==> src/rtl/mips_defs.sv <==
// rtl/mips_defs.sv - shared fetch-stage constants and state encoding
package mips_defs;

    localparam logic [31:0] RESET_PC = 32'h0000_3000;
    localparam logic [31:0] NOP      = 32'h0000_0000;

    typedef enum logic [1:0] {
        IDLE  = 2'd0,
        FETCH = 2'd1,
        KILL  = 2'd2,
        FULL  = 2'd3
    } fetch_state_e;

endpackage

==> src/rtl/if_id_reg.sv <==
// rtl/if_id_reg.sv - IF/ID pipeline register with load, hold and clear
module if_id_reg #(
    parameter int DATA_W = 32
) (
    input  logic              clk,
    input  logic              rst_n,
    input  logic              clear_i,
    input  logic              load_i,
    input  logic [DATA_W-1:0] instr_i,
    input  logic [DATA_W-1:0] pc_i,
    input  logic [DATA_W-1:0] pc4_i,
    input  logic              adel_i,
    output logic              valid_o,
    output logic [DATA_W-1:0] instr_o,
    output logic [DATA_W-1:0] pc_o,
    output logic [DATA_W-1:0] pc4_o,
    output logic              adel_o
);
    import mips_defs::*;

    // An invalid entry always reads as a nop so decode never sees stale bits.
    always_ff @(posedge clk or negedge rst_n) begin
        if (!rst_n) begin
            valid_o <= 1'b0;
            instr_o <= NOP;
            pc_o    <= '0;
            pc4_o   <= '0;
            adel_o  <= 1'b0;
        end else if (clear_i) begin
            valid_o <= 1'b0;
            instr_o <= NOP;
            pc_o    <= '0;
            pc4_o   <= '0;
            adel_o  <= 1'b0;
        end else if (load_i) begin
            valid_o <= 1'b1;
            instr_o <= instr_i;
            pc_o    <= pc_i;
            pc4_o   <= pc4_i;
            adel_o  <= adel_i;
        end
    end

endmodule

==> src/rtl/if_fetch_unit.sv <==
// rtl/if_fetch_unit.sv - instruction fetch stage feeding the IF/ID register
module if_fetch_unit #(
    parameter int                DATA_W   = 32,
    parameter logic [DATA_W-1:0] RESET_PC = mips_defs::RESET_PC
) (
    input  logic              clk,
    input  logic              rst_n,
    input  logic              stall,
    input  logic              redirect_valid,
    input  logic [DATA_W-1:0] redirect_pc,
    output logic              imem_req,
    output logic [DATA_W-1:0] imem_addr,
    input  logic              imem_ack,
    input  logic [DATA_W-1:0] imem_rdata,
    output logic              if_id_valid,
    output logic [DATA_W-1:0] if_id_instr,
    output logic [DATA_W-1:0] if_id_pc,
    output logic [DATA_W-1:0] if_id_pc4,
    output logic              if_id_adel
);
    import mips_defs::*;

    localparam logic [DATA_W-1:0] STEP = DATA_W'(4);

    fetch_state_e      state_q, state_d;
    logic [DATA_W-1:0] pc_q, pc_d, req_addr_q, req_addr_d;
    logic [DATA_W-1:0] buf_instr_q, buf_instr_d, buf_pc_q, buf_pc_d;
    logic              buf_adel_q, buf_adel_d;

    logic              misaligned, fetch_ack;
    logic [DATA_W-1:0] fetch_data, req_next;
    logic              ifid_load, ifid_clear, ld_adel;
    logic [DATA_W-1:0] ld_instr, ld_pc;

    // A misaligned fetch never reaches memory; it completes at once as a nop tagged adel.
    assign misaligned = (req_addr_q[1:0] != 2'b00);
    assign fetch_ack  = misaligned || imem_ack;
    assign fetch_data = misaligned ? NOP : imem_rdata;
    assign req_next   = req_addr_q + STEP;
    assign imem_req   = ((state_q == FETCH) && !misaligned) || (state_q == KILL);
    assign imem_addr  = req_addr_q;

    always_comb begin
        state_d     = state_q;
        pc_d        = pc_q;
        req_addr_d  = req_addr_q;
        buf_instr_d = buf_instr_q;
        buf_pc_d    = buf_pc_q;
        buf_adel_d  = buf_adel_q;
        ifid_load   = 1'b0;
        ifid_clear  = 1'b0;
        ld_instr    = fetch_data;
        ld_pc       = req_addr_q;
        ld_adel     = misaligned;
        case (state_q)
            IDLE: state_d = FETCH;
            FETCH: begin
                if (redirect_valid) begin
                    ifid_clear = 1'b1;
                    pc_d       = redirect_pc;
                    // imem_addr must not move under a live request, so wait out the stale ack.
                    if (fetch_ack) req_addr_d = redirect_pc;
                    else           state_d    = KILL;
                end else if (fetch_ack) begin
                    pc_d = req_next;
                    if (!stall) begin
                        ifid_load  = 1'b1;
                        req_addr_d = req_next;
                    end else begin
                        buf_instr_d = fetch_data;
                        buf_pc_d    = req_addr_q;
                        buf_adel_d  = misaligned;
                        state_d     = FULL;
                    end
                end else if (!stall) begin
                    ifid_clear = 1'b1;
                end
            end
            KILL: begin
                if (redirect_valid) pc_d = redirect_pc;
                ifid_clear = redirect_valid || !stall;
                if (imem_ack) begin
                    req_addr_d = redirect_valid ? redirect_pc : pc_q;
                    state_d    = FETCH;
                end
            end
            FULL: begin
                ld_instr = buf_instr_q;
                ld_pc    = buf_pc_q;
                ld_adel  = buf_adel_q;
                if (redirect_valid) begin
                    ifid_clear = 1'b1;
                    pc_d       = redirect_pc;
                    req_addr_d = redirect_pc;
                    state_d    = FETCH;
                end else if (!stall) begin
                    ifid_load  = 1'b1;
                    req_addr_d = pc_q;
                    state_d    = FETCH;
                end
            end
        endcase
    end

    always_ff @(posedge clk or negedge rst_n) begin
        if (!rst_n) begin
            state_q     <= IDLE;
            pc_q        <= RESET_PC;
            req_addr_q  <= RESET_PC;
            buf_instr_q <= NOP;
            buf_pc_q    <= '0;
            buf_adel_q  <= 1'b0;
        end else begin
            state_q     <= state_d;
            pc_q        <= pc_d;
            req_addr_q  <= req_addr_d;
            buf_instr_q <= buf_instr_d;
            buf_pc_q    <= buf_pc_d;
            buf_adel_q  <= buf_adel_d;
        end
    end

    if_id_reg #(.DATA_W(DATA_W)) u_if_id_reg (
        .clk     (clk),
        .rst_n   (rst_n),
        .clear_i (ifid_clear),
        .load_i  (ifid_load),
        .instr_i (ld_instr),
        .pc_i    (ld_pc),
        .pc4_i   (ld_pc + STEP),
        .adel_i  (ld_adel),
        .valid_o (if_id_valid),
        .instr_o (if_id_instr),
        .pc_o    (if_id_pc),
        .pc4_o   (if_id_pc4),
        .adel_o  (if_id_adel)
    );

endmodule
==> config.mk <==
export PLATFORM = sky130hd
export DESIGN_NAME = if_fetch_unit
export DESIGN_NICKNAME = d
export VERILOG_FILES = /design/src/rtl/mips_defs.sv /design/src/rtl/if_id_reg.sv /design/src/rtl/if_fetch_unit.sv
export SDC_FILE = /design/constraint.sdc
export NUM_CORES = 1
export LEC_CHECK = 0
export CORE_MARGIN = 2
export CORE_UTILIZATION = 40
export DETAILED_ROUTE_END_ITERATION = 8
export PLACE_DENSITY = 0.61
export SLEW_MARGIN = 20
export SYNTH_ARGS = -nofsm -noshare
export SYNTH_HDL_FRONTEND = slang
export SYNTH_SLANG_ARGS = --single-unit
==> constraint.sdc <==
create_clock -name clk -period 9.09 [get_ports clk]
set_clock_uncertainty 0.1 [all_clocks]
set_input_delay 1.3635 -clock clk [delete_from_list [all_inputs] [get_ports clk]]
set_output_delay 1.3635 -clock clk [all_outputs]
set_load 0.005 [all_outputs]
==> images/power_grid.png <==
Scale bar: 50 µm. Pins as bars on the die edge. Tap cells in gray.
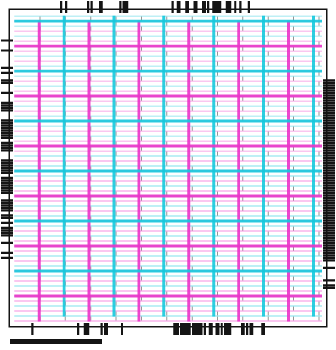
VSS -> magenta
VDD -> cyan
tap cells = 378
signal pins = 200

==> images/placement_by_type.png <==
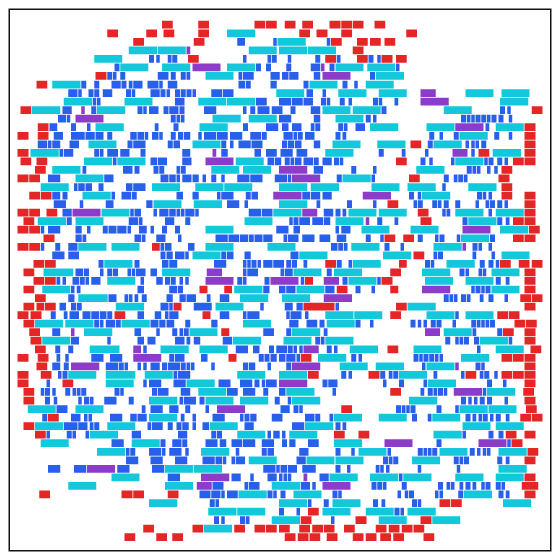
combinational and other logic -> blue  # cells 904
remaining buffers and delay cells -> red  # cells 211
clock drivers and dummy loads -> purple  # cells 45
sequential cells -> cyan  # cells 227

==> images/clk_routes.png <==
Scale bar: 50 µm.
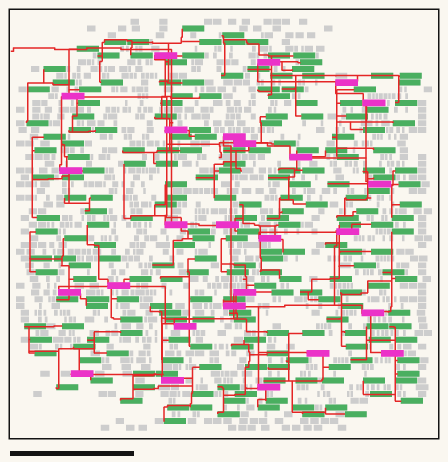
flip-flops -> green  # count 227
clock drivers -> magenta  # count 26
clock wires -> red  # length 3060 µm
routed clock nets = 27
flops lie = spread over the die

==> images/wires.png <==
Scale bar: 50 µm. Only two layers are drawn.
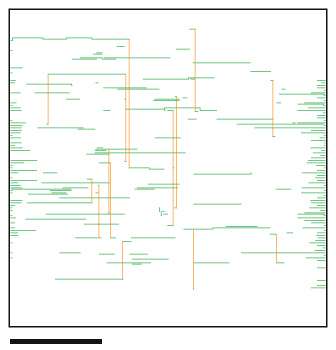
metal 3 -> green  # wire length 2190 µm
metal 4 -> orange  # wire length 529 µm

==> images/clocks.png <==
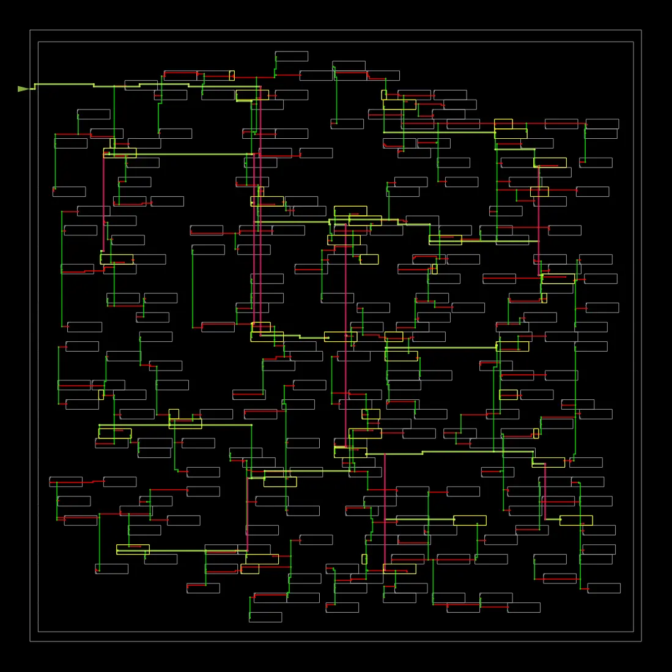
clk latency late pin: 530 ps
clk pwr: 0.00101 W

[state kept, by name (all words and copies together), names as in the netlist]
register / count
buf_adel_q: 1
buf_instr_q: 32
buf_pc_q: 32
imem_addr: 32
pc_q: 32
state_q: 2
u_if_id_reg.adel_o: 1
u_if_id_reg.instr_o: 32
u_if_id_reg.pc4_o: 32
u_if_id_reg.pc_o: 30
u_if_id_reg.valid_o: 1
[worst min-delay path, cell delays in order (launching register included)]
cell     delay [ps]
dfrtp_1         330
nand2_1          50
o21ai_0          60
[routing by layer]
metal  share of wire, %  global-route usage, %  up-vias
met4                1.7                   5.19        0
met5                  0                      0        -
met3                6.9                   3.32       33
met1                 48                   32.5     4487
li1                   -                      -     4586
met2                 43                   32.4      311
[metrics by stage]
step           setup slack [ps]  cell area (µm²)  std cells  util [%]  hold slack, ps
2_1_floorplan              5600            11300       1235         -             346
3_3_place_gp               4580            13400       1719      48.4             361
3_5_place_dp               4540            13400       1719      48.4             369
4_1_cts                    5090            14300       1764      51.4             382
5_1_grt                    4940            14300       1765      51.5             396
6_report                   5240            14300       1765      51.5             373
[worst paths after layout]
path	from	to	cells after the start
max	redirect_valid	buf_pc_q[22]	7
min	u_if_id_reg.pc4_o[23]	u_if_id_reg.pc4_o[23]	2
max reg2reg	state_q[0]	u_if_id_reg.pc4_o[24]	10
min reg2reg	u_if_id_reg.pc4_o[23]	u_if_id_reg.pc4_o[23]	2
max in group asynchronous	rst_n	imem_addr[26]	2
min in group asynchronous	rst_n	u_if_id_reg.instr_o[25]	1
[final cells by class]
class	instances	area, µm²	area share [%]
Clock buffer	44	820	5.73
Tap cell	378	473	3.31
Clock inverter	1	7.51	0.0525
Sequential cell	227	5690	39.8
Multi-Input combinational cell	898	5180	36.3
Timing Repair Buffer	211	2110	14.7
Inverter	6	22.5	0.158
[report_power, final]
| part | internal [W] | switching (W) | total [W] |
|---|---|---|---|
| Sequential | 0.00140 | 0.000421 | 0.00182 |
| Clock | 0.000606 | 0.000400 | 0.00101 |
| Combinational | 0.000824 | 0.000868 | 0.00169 |
[placed cells by master, fill, tap and decap left out, types with 3 or more instances in the layout]
cell type,count
a22o_1,11
clkbuf_8,8
o22ai_1,6
nor3_1,19
buf_4,11
nand2_1,232
mux2_2,56
nor4_1,10
a211o_1,5
clkbuf_16,27
and3_1,6
dfrtp_1,223
nor2b_1,3
clkbuf_1,9
o21a_1,5
o21ai_0,169
a21o_1,3
a222oi_1,3
nand4_1,30
a21oi_1,66
xor2_1,23
nand3_1,19
dfstp_2,4
mux2i_1,33
o22a_1,3
inv_1,4
a31oi_1,11
xnor2_1,26
nor2_1,95
a22oi_1,8
clkdlybuf4s50_1,198
a21boi_0,3
o31ai_1,4
[cell families after synthesis]
| logic type | share of synthesized area, % |
|---|---|
| AND-OR/OR-AND | 15.9 |
| AND/OR/NAND/NOR | 17.2 |
| flip-flops | 50.4 |
| XOR/XNOR | 3.80 |
| buffers and inverters | 3.95 |
| adder cells (fa/ha/maj) | 0.222 |
| multiplexers | 8.51 |
==> impl_metrics.csv <==
group,metric,value,unit
outcome,outcome,"completed",
setup_path,slowest_delay,780,ps
synth,synth-seq-cells,227,
synth,syn_area_per_cell,9.14,µm²
power_and_ir_drop,power,0.00452,W
setup_path,critical_path_buf_inv_count,3,
clock_network,htreeDepth,1,
synth,common_cells,"233 x nand2_1, 223 x dfrtp_1, 169 x o21ai_0",
clock_network,cts_setup_buffers,0,
setup_path,crit_family,"buffers and inverters",
global_route,grt_antenna_before_repair,0,
synth,top_area_share,49.4,%
setup_path,path_class,"in -> reg",
global_route,grt_pass1_wl,50600,µm
clock_network,cts-resized-gates,0,
layout,syn_to_final_growth,26.7,%
layout,layout-drive-gt1-share,9.08,%
drt,drc,0,
synth,syn-cell-area,0.0113,mm²
layout,insertedDiodeCount,0,
place,portBuffers,199,
drt,viasPerCell,5.34,
power_and_ir_drop,power_density,316,mW/mm²
hold_path,holdCritPathClass,"reg -> reg",
global_route,first_global_vias,8999,
setup_path,critPathLaunchType,"input port",
clock_network,cts_tree,"done",
setup_path,rrSetupSlack,5240,ps
final_timing,hold_violations,0,
place,hpwl,21100,µm
synth,floorplan.nets,1306,
drt,vias,9417,
synth,synthCells,1235,
synth,yosysWarnings,0,
die,fp.coreArea,0.0278,mm²
final_timing,fmax,0.259,GHz
synth,yosys_area,0.0113,mm²
synth,ys_cells,1235,
final_timing,slew-limit-headroom,28.0,%
global_route,track_usage,21.5,%
final_timing,period_used_share,42.4,%
final_timing,layout_min_cycle_time,3850,ps
drt,wirelength,31700,µm
setup_path,crit_top_cell,"buf_4",
setup_path,crit_chain,"clkdlybuf4s50_1 -> buf_4 -> nor2_2 -> and3_1 -> o21ai_4 -> buf_4 -> mux2_2",
synth,synthFlopType,"dfrtp_1",
layout,fillerInstances,2598,
die,rows,61,
die,die_w,172,µm
clock_network,clock-sinks,227,
place,gp_congestion,0.815,
synth,async_flop_share,100,%
setup_path,cp_max_fo,99,
final_timing,rsz0062_at_grt,"false",
setup_path,cp_data_required_time,9390,ps
synth,ys_types,64,
final_timing,tightest_slew,1080,ps
Power figures rest on the tool's default switching activity, not on a simulated workload.
